--- src/rtl/instruction_fetcher.sv ---
// rtl/instruction_fetcher.sv - single-outstanding instruction fetcher feeding the instruction queue
module instruction_fetcher #(
    parameter logic [31:0] RESET_PC = 32'h0000_0000,
    parameter int unsigned PC_STEP  = 4
) (
    input  logic        clk_in,
    input  logic        rst_in,
    input  logic        rdy_in,
    input  logic        roll_back,
    input  logic [31:0] roll_back_pc,
    input  logic        isq_full,
    output logic        fetch_req,
    output logic [31:0] fetch_addr,
    input  logic        fetch_valid,
    input  logic [31:0] fetch_data,
    output logic        instruction_ready,
    output logic [31:0] instruction_out,
    output logic [31:0] pc_out
);

    // IDLE: may issue; WAIT: request outstanding; DRAIN: swallow a response orphaned by roll_back
    typedef enum logic [1:0] {
        S_IDLE  = 2'd0,
        S_WAIT  = 2'd1,
        S_DRAIN = 2'd2
    } state_e;

    localparam logic [31:0] PC_INC = 32'(PC_STEP);

    state_e      state_q, state_d;
    logic [31:0] pc_q, pc_d;
    logic        fetch_req_q, fetch_req_d;
    logic [31:0] fetch_addr_q, fetch_addr_d;
    logic        instr_rdy_q, instr_rdy_d;
    logic [31:0] instr_out_q, instr_out_d;
    logic [31:0] pc_out_q, pc_out_d;

    // State register; rdy_in gating lives in the next-state logic so everything holds together
    always_ff @(posedge clk_in or negedge rst_in) begin
        if (!rst_in) begin
            state_q      <= S_IDLE;
            pc_q         <= RESET_PC;
            fetch_req_q  <= 1'b0;
            fetch_addr_q <= 32'h0000_0000;
            instr_rdy_q  <= 1'b0;
            instr_out_q  <= 32'h0000_0000;
            pc_out_q     <= 32'h0000_0000;
        end else begin
            state_q      <= state_d;
            pc_q         <= pc_d;
            fetch_req_q  <= fetch_req_d;
            fetch_addr_q <= fetch_addr_d;
            instr_rdy_q  <= instr_rdy_d;
            instr_out_q  <= instr_out_d;
            pc_out_q     <= pc_out_d;
        end
    end

    // Next-state: roll_back dominates; otherwise issue / wait / drain by state
    always_comb begin
        state_d      = state_q;
        pc_d         = pc_q;
        fetch_req_d  = fetch_req_q;
        fetch_addr_d = fetch_addr_q;
        instr_rdy_d  = instr_rdy_q;
        instr_out_d  = instr_out_q;
        pc_out_d     = pc_out_q;

        if (rdy_in) begin
            if (roll_back) begin
                // A committed request still owes one response; DRAIN absorbs it unless it is here now
                pc_d        = roll_back_pc;
                instr_rdy_d = 1'b0;
                fetch_req_d = 1'b0;
                unique case (state_q)
                    S_IDLE:  state_d = S_IDLE;
                    S_WAIT:  state_d = fetch_valid ? S_IDLE : S_DRAIN;
                    S_DRAIN: state_d = fetch_valid ? S_IDLE : S_DRAIN;
                    default: state_d = S_IDLE;
                endcase
            end else begin
                unique case (state_q)
                    S_IDLE: begin
                        // Waiting one cycle after a push lets isq_full reflect that push
                        instr_rdy_d = 1'b0;
                        if (!isq_full && !instr_rdy_q) begin
                            fetch_req_d  = 1'b1;
                            fetch_addr_d = pc_q;
                            state_d      = S_WAIT;
                        end
                    end
                    S_WAIT: begin
                        if (fetch_valid) begin
                            instr_rdy_d = 1'b1;
                            instr_out_d = fetch_data;
                            pc_out_d    = fetch_addr_q;
                            pc_d        = fetch_addr_q + PC_INC;
                            fetch_req_d = 1'b0;
                            state_d     = S_IDLE;
                        end
                    end
                    S_DRAIN: begin
                        fetch_req_d = 1'b0;
                        if (fetch_valid) begin
                            state_d = S_IDLE;
                        end
                    end
                    default: begin
                        fetch_req_d = 1'b0;
                        state_d     = S_IDLE;
                    end
                endcase
            end
        end
    end

    assign fetch_req         = fetch_req_q;
    assign fetch_addr        = fetch_addr_q;
    assign instruction_ready = instr_rdy_q;
    assign instruction_out   = instr_out_q;
    assign pc_out            = pc_out_q;

endmodule

--- config.mk ---
export PLATFORM = sky130hd
export DESIGN_NAME = instruction_fetcher
export DESIGN_NICKNAME = d
export VERILOG_FILES = /design/src/rtl/instruction_fetcher.sv
export SDC_FILE = /design/constraint.sdc
export NUM_CORES = 1
export LEC_CHECK = 0
export CAP_MARGIN = 20
export CORE_MARGIN = 3
export CORE_UTILIZATION = 43
export DETAILED_ROUTE_END_ITERATION = 6
export GPL_ROUTABILITY_DRIVEN = 1
export HOLD_SLACK_MARGIN = 0.15
export PLACE_DENSITY = 0.76
export REMOVE_ABC_BUFFERS = 1
export SLEW_MARGIN = 40
export SYNTH_ARGS = -nofsm -noshare
export SYNTH_HDL_FRONTEND = slang
export SYNTH_SLANG_ARGS = --single-unit
--- constraint.sdc ---
create_clock -name clk_in -period 1.6 [get_ports clk_in]
set_clock_uncertainty 0.05 [all_clocks]
set_input_delay 0.16 -clock clk_in [delete_from_list [all_inputs] [get_ports clk_in]]
set_output_delay 0.16 -clock clk_in [all_outputs]
set_load 0.005 [all_outputs]
==> flow_summary.html, run 1 <==
<p>Metrics extracted from the flow reports.</p>
<table>
<tr><th>Metric</th><th>Value</th></tr>
<tr><th colspan="2">Run status</th></tr>
<tr><td>Result of the run</td><td>finished with violations</td></tr>
<tr><td>Violations in the final reports</td><td>negative setup slack</td></tr>
<tr><th colspan="2">Timing</th></tr>
<tr><td>Final hold slack</td><td>approximately 0.20 ns</td></tr>
<tr><td>Slew at the pin closest to its max-slew limit</td><td>between 0.4 and 0.5 ns</td></tr>
<tr><td>Smallest setup slack after layout</td><td>-0.154 ns</td></tr>
<tr><td>Maximum frequency from static timing analysis</td><td>approximately 570 MHz</td></tr>
<tr><td>Endpoints failing setup</td><td>76</td></tr>
<tr><th colspan="2">Critical path</th></tr>
<tr><td>Crit path DAT</td><td>2.03 ns</td></tr>
<tr><td>Maximum fanout count along the critical path</td><td>6</td></tr>
<tr><td>Worst path top cell family by delay</td><td>buffers and inverters</td></tr>
<tr><td>Buffers &amp; Inverters on Critical Path</td><td>3</td></tr>
<tr><td>Maximum cell stage delay along the critical path</td><td>around 0.38 ns</td></tr>
<tr><th colspan="2">Yosys</th></tr>
<tr><td>Cells after Synth</td><td>around 600</td></tr>
<tr><td>Sequential element share of the synthesized area</td><td>56.6%</td></tr>
<tr><td>Cell area leaders</td><td>dfrtp_1 (57%), nand2_1 (14%), mux2_2 (6.2%)</td></tr>
<tr><td>Cell type with the largest total area</td><td>dfrtp_1</td></tr>
<tr><th colspan="2">Layout</th></tr>
<tr><td>Final #Nets</td><td>937</td></tr>
<tr><td>Share of cells above drive strength 1</td><td>roughly 28%</td></tr>
<tr><td>Final std cells w/o fill</td><td>around 1000</td></tr>
<tr><th colspan="2">Drt</th></tr>
<tr><td>Final antenna-violating net count</td><td>0</td></tr>
<tr><td>Total Routed Length</td><td>about 19000 µm</td></tr>
<tr><td>Detailed-routing iteration count for the pre-antenna-repair pass</td><td>5</td></tr>
<tr><td>Average routed wire per standard cell</td><td>approximately 18 µm</td></tr>
<tr><td>Detailed-route via count</td><td>around 5400</td></tr>
<tr><th colspan="2">Placed design</th></tr>
<tr><td>Setup Slack @ Placement</td><td>-0.146 ns</td></tr>
<tr><td>Gp weighted congestion</td><td>approximately 0.84</td></tr>
<tr><td>Instance area after placement</td><td>8190 µm²</td></tr>
<tr><th colspan="2">Global routing</th></tr>
<tr><td>Initial antenna violation count</td><td>0</td></tr>
<tr><td>Remaining global-route overflow</td><td>0</td></tr>
<tr><td>Global-route wire length before repair</td><td>27400 µm</td></tr>
<tr><td>Pin count of the biggest net entering global routing</td><td>approximately 48</td></tr>
<tr><td>Total Routing Usage GR</td><td>between 20% and 30%</td></tr>
<tr><th colspan="2">Clock tree</th></tr>
<tr><td>Clock-pin transition on the worst setup and hold timing paths</td><td>approximately 0.05 ns</td></tr>
<tr><td>Number of H-tree branching levels</td><td>4</td></tr>
<tr><td>Clock Path Buffers</td><td>2</td></tr>
<tr><th colspan="2">Pwr</th></tr>
<tr><td>Peak supply drop</td><td>~1000 µV</td></tr>
<tr><th colspan="2">Floorplanning</th></tr>
<tr><td>Vertical die size</td><td>around 120 µm</td></tr>
</table>
==> run 1: report_power, final <==
part           switching [µW]  internal (µW)
clock network            1410           2640
registers                 727           4530
logic                    2620           3610
==> run 1: sequential cells by signal, indices dropped and copies added, names as in the netlist <==
name	flops
pc_out	32
fetch_addr	32
fetch_req	1
state_q	2
instruction_out	32
instruction_ready	1
pc_q	32
==> run 1: cell type report <==
cell class | instances | area (µm²)
Clock inverter | 8 | 123
Sequential cell | 132 | 3300
Multi-Input combinational cell | 432 | 2680
Inverter | 6 | 28.8
Clock buffer | 23 | 498
Timing Repair Buffer | 275 | 2810
Tap cell | 172 | 215
Fill cell | 898 | 3270
==> run 1: timing repair <==
| item | 4_1_cts | 5_1_grt |
|---|---|---|
| hold buffers | 2 | 0 |
| setup buffers | 22 | 16 |
| setup endpoints to repair | 136 | 132 |
| gates cloned | 1 | 10 |
| resized | 42 | 109 |
| endpoints found under the hold margin | 134 | 0 |
| pin swaps | 7 | 42 |
==> run 1: cell usage after synthesis, types with 3 or more instances <==
master    instances
a21oi_1          22
and3_1            5
and4_1            4
buf_2            11
clkbuf_1         19
dfrtp_1         132
ha_1              3
inv_1             5
mux2_2           32
mux2i_1           5
nand2_1         216
nand3_1          12
nand4_1           8
nor2_1           27
o21ai_0          28
o22ai_1          15
xnor2_1           4
xor2_1           23
==> run 1: layout by cell type, fill, tap and decap left out, drive strengths merged, types with 2 or more instances in the layout <==
cell	n
nand2	216
clkdlybuf4s50	137
dfrtp	132
buf	100
mux2	32
clkbuf	31
nor2	29
o21ai	29
dlygate4sd2	25
xor2	23
a21oi	22
o22ai	15
nand3	13
nand4	10
and3	5
mux2i	5
inv	5
and4	4
clkinvlp	4
xnor2	4
nor3	4
ha	3
bufinv	3
and2	3
nand4b	2
a32oi	2
clkinv	2
dlygate4sd3	2
dlymetal6s2s	2
nor2b	2
nor4	2
a21boi	2
==> run 1: cells by family (layout without fill, tap and decap cells) <==
| family | Yosys count | in the layout | share of synthesized area [%] |
|---|---|---|---|
| buf+inv | 39 | 312 | 2.79 |
| compound gates | 73 | 73 | 6.95 |
| xor+xnor | 27 | 27 | 4.05 |
| fa+ha+maj | 3 | 3 | 0.643 |
| simple gates | 292 | 292 | 21.9 |
| mux | 37 | 37 | 7.03 |
| flops | 132 | 132 | 56.6 |
==> run 1: final timing paths <==
| path | depth (start not counted) | startpoint | slack [ns] | to |
|---|---|---|---|---|
| worst max-delay path | 8 | fetch_addr[5] | -0.15 | pc_q[25] |
| worst min-delay path | 2 | rst_in | 0.20 | instruction_out[12] |
| max in group asynchronous | 3 | rst_in | 0.70 | state_q[0] |
| worst min register to register | 2 | pc_out[28] | 0.42 | pc_out[28] |
| min in group clk_in | 3 | fetch_data[12] | 0.23 | instruction_out[12] |
| worst max register to register | 8 | fetch_addr[5] | -0.15 | pc_q[25] |
==> run 1: per-layer routing <==
metal	GRT usage [%]	part of all wire [%]
met3	6.77	8.1
met2	39.2	49
met1	29.4	41
met5	0	0
met4	7.70	1.7
**Run 1: cells colored by class**

(2 px per µm)
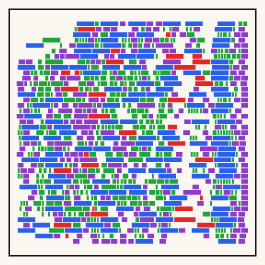
legend:
  all other logic:
    color: green
    cells: 438
    share_of_their_area: 29%
  clock drivers and dummy loads:
    color: red
    cells: 31
    share_of_their_area: 6.6%
  flip-flops:
    color: blue
    cells: 132
    share_of_their_area: 35%
  other buffers and delay cells:
    color: purple
    cells: 275
    share_of_their_area: 30%
floorplan row count: 41
core area: 12900 µm²
final design utilization: 74.7%
flop share of the area: 34.2%

**Run 1: metal 3**

(3 px per µm)
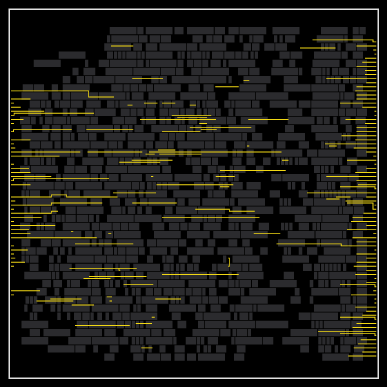
wire length on this layer: 1530 µm
longest straight run: 43.9 µm
share of all routed wire: 8.1%
nets with wire on the layer: 158
main direction: horizontal

**Run 1: clock nets**

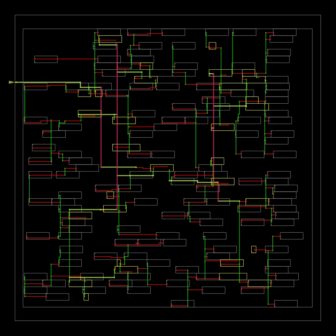
TritonCTS sink count: 132
total clock buffers created by CTS: 17
registers: 132

**Run 1: clock network drawn from the DEF**

(4 px per µm)
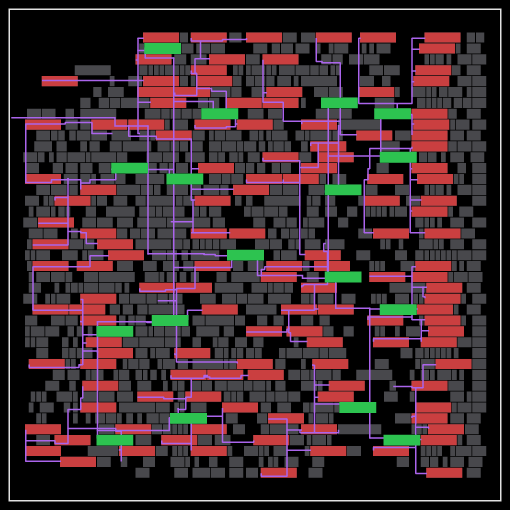
legend:
  cells driving clock nets:
    color: green
    count: 17
  clock wires:
    color: purple
    length: 1670 µm
  flip-flops:
    color: red
    count: 132
flops lie: all over the die
routed clock nets: 18
clock latency reported for the late side of the worst-skew pair: 0.42 ns
total clock network power: 4060 µW

**Run 1: nets reached from selected ports**

(4 px per µm)
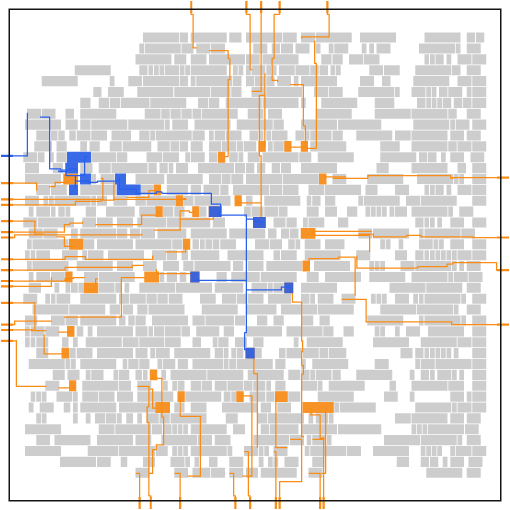

==> run 2: changes to the inputs <==
--- a/config.mk
+++ b/config.mk
@@ -13,6 +13,7 @@
 export HOLD_SLACK_MARGIN = 0.15
 export PLACE_DENSITY = 0.76
 export REMOVE_ABC_BUFFERS = 1
+export SKIP_CTS_REPAIR_TIMING = 1
 export SLEW_MARGIN = 40
 export SYNTH_ARGS = -nofsm -noshare
 export SYNTH_HDL_FRONTEND = slang
**Run 2: nets reached from selected ports**

(4 px per µm)
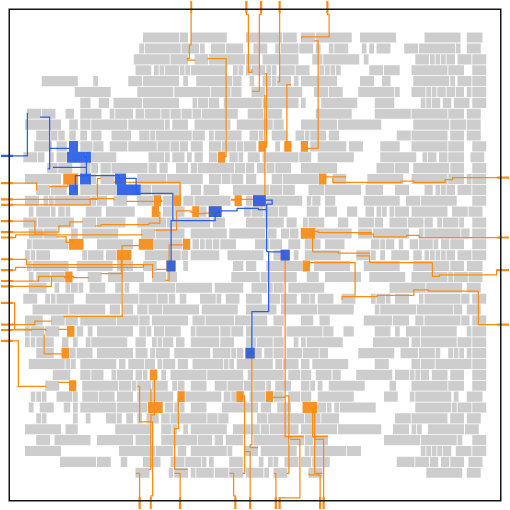
legend:
  roll_back_pc:
    color: orange
    bits: 32
    direction: input
    end_cells: 34
    buffers: 32
    wire: 1240 µm
  rdy_in:
    color: blue
    bits: 1
    direction: input
    end_cells: 12
    buffers: 2
    wire: 181 µm

**Run 2: clock nets**

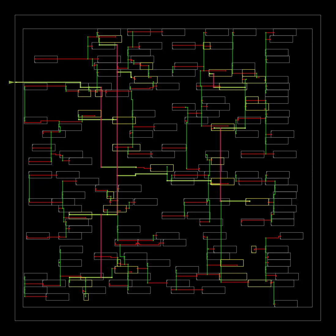
total clock network power: 4030 µW
Clock Buffer Count: 23

==> run 2 against run 1 <==
The flow still finishes with violations (negative setup slack). Register-to-register slack improved by 0.06 ns. Setup slack improved by 0.056 ns. Non-clock buffer count down 7. Sequential share of layout area is 0.56 points lower. Combinational power about the same. Fmax grew 3.3%. Synthesized cell count is the same. Critical path depth unchanged. Routed wire length down 1.6%. Die size stayed put.
==> flow_summary.html, run 2 <==
<p>Metrics extracted from the flow reports.</p>
<table>
<tr><th>Metric</th><th>Value</th></tr>
<tr><th colspan="2">Run status</th></tr>
<tr><td>Result of the run</td><td>finished with violations</td></tr>
<tr><td>Violations in the final reports</td><td>negative setup slack</td></tr>
<tr><th colspan="2">Drt</th></tr>
<tr><td>Average routed wire per standard cell</td><td>17.9 µm</td></tr>
<tr><td>Detailed-routing iteration count for the pre-antenna-repair pass</td><td>5</td></tr>
<tr><th colspan="2">Global routing</th></tr>
<tr><td>Remaining global-route overflow</td><td>0</td></tr>
<tr><td>Pin count of the biggest net entering global routing</td><td>about 48</td></tr>
<tr><th colspan="2">Pwr</th></tr>
<tr><td>Total net switching power</td><td>between 4000 and 5000 µW</td></tr>
<tr><td>Internal Dissipation</td><td>approximately 11000 µW</td></tr>
<tr><td>Peak supply drop</td><td>slightly below 1000 µV</td></tr>
<tr><th colspan="2">Clock tree</th></tr>
<tr><td>Clock Path Buffers</td><td>2</td></tr>
<tr><td>Clock-pin transition on the worst setup and hold timing paths</td><td>about 0.060 ns</td></tr>
<tr><th colspan="2">Layout</th></tr>
<tr><td>Final #Nets</td><td>roughly 930</td></tr>
<tr><td>Filler cell count in the final layout</td><td>837</td></tr>
<tr><td>Final design utilization</td><td>between 70% and 80%</td></tr>
<tr><td>Comb. cell area</td><td>around 2800 µm²</td></tr>
<tr><th colspan="2">Yosys</th></tr>
<tr><td>Yosys xor share</td><td>between 4 and 5%</td></tr>
<tr><td>Sequential element share of the synthesized area</td><td>between 50% and 60%</td></tr>
<tr><td>Area fraction in compound gates after synthesis</td><td>under 10%</td></tr>
<tr><td>Leading cell type by number of instances after synthesis</td><td>nand2_1</td></tr>
<tr><td>Cells after Synth</td><td>603</td></tr>
<tr><td>Cell type with the largest total area</td><td>dfrtp_1</td></tr>
<tr><th colspan="2">Timing</th></tr>
<tr><td>Endpoints failing setup</td><td>approximately 62</td></tr>
<tr><td>Slew at the pin closest to its max-slew limit</td><td>approximately 0.46 ns</td></tr>
<tr><td>Smallest setup slack after layout</td><td>-0.0989 ns</td></tr>
<tr><td>Maximum frequency from static timing analysis</td><td>just under 600 MHz</td></tr>
<tr><th colspan="2">Placed design</th></tr>
<tr><td>Gp weighted congestion</td><td>between 0.8 and 0.9</td></tr>
<tr><th colspan="2">Critical path</th></tr>
<tr><td>Maximum fanout count along the critical path</td><td>9</td></tr>
</table>
==> run 2: kinds of logic (layout without fill, tap and decap cells) <==
group	count (synthesis)	count (layout)
flops	132	132
buf+inv	39	305
fa+ha+maj	3	3
mux	37	37
simple gates	292	292
compound gates	73	73
xor+xnor	27	27
==> run 2: worst max-delay path, delay by kind of cell, from the launching register on <==
kind,cells,cell delay [ns]
AOI/OAI and AO/OA,1,0.24
adders and majority gates,1,0.19
buffers and inverters,2,0.35
DFF,1,0.39
and+or+nand+nor,4,0.36
==> run 2: stage by stage <==
stage	setup TNS, ns	std cells	area, µm²	worst slack (ns)
after floorplan	-156.66	570	5700	-1.74
after global placement	-6.81	970	8190	-0.0929
after detailed placement	-11.87	970	8190	-0.146
after CTS	-9.18	1001	8810	-0.122
after global routing	-8.03	1041	9830	-0.156
final	-3.03	1041	9830	-0.0989
==> run 2: layout make-up <==
cell class / count / area share [%]
Inverter: 6 / 0.229
Tap cell: 172 / 2.19
Clock buffer: 23 / 5.07
Multi-Input combinational cell: 432 / 28.3
Sequential cell: 132 / 33.6
Clock inverter: 8 / 1.25
Timing Repair Buffer: 268 / 29.3
==> run 2: path summary, 6_finish.rpt <==
path / start / slack [ns] / to / depth (start not counted)
hold / removal: roll_back / 0.17 / fetch_req / 3
max in group asynchronous: rst_in / 0.71 / state_q[0] / 3
setup / recovery: state_q[0] / -0.1 / instruction_out[27] / 8
setup reg to reg: state_q[0] / -0.1 / instruction_out[27] / 8
min in group asynchronous: rst_in / 0.20 / instruction_out[12] / 2
hold reg to reg: instruction_out[14] / 0.42 / instruction_out[14] / 2
==> run 2: routing by layer <==
metal | part of all wire [%] | global-route usage (%)
met1 | 41 | 28.8
met2 | 49 | 37.4
met3 | 8.6 | 6.36
met4 | 1.3 | 7.07
met5 | 0 | 0
==> run 2: power groups by stage <==
stage / clock (µW) / sequential, µW / combinational (µW)
floorplan: 0 / 5620 / 1500
finish: 4030 / 5320 / 6240
detailed placement: 0 / 5340 / 5420
global route: 4260 / 5460 / 6770
global placement: 0 / 5270 / 5280
CTS: 4100 / 5300 / 5470
Power is estimated from default activity; no workload was simulated.
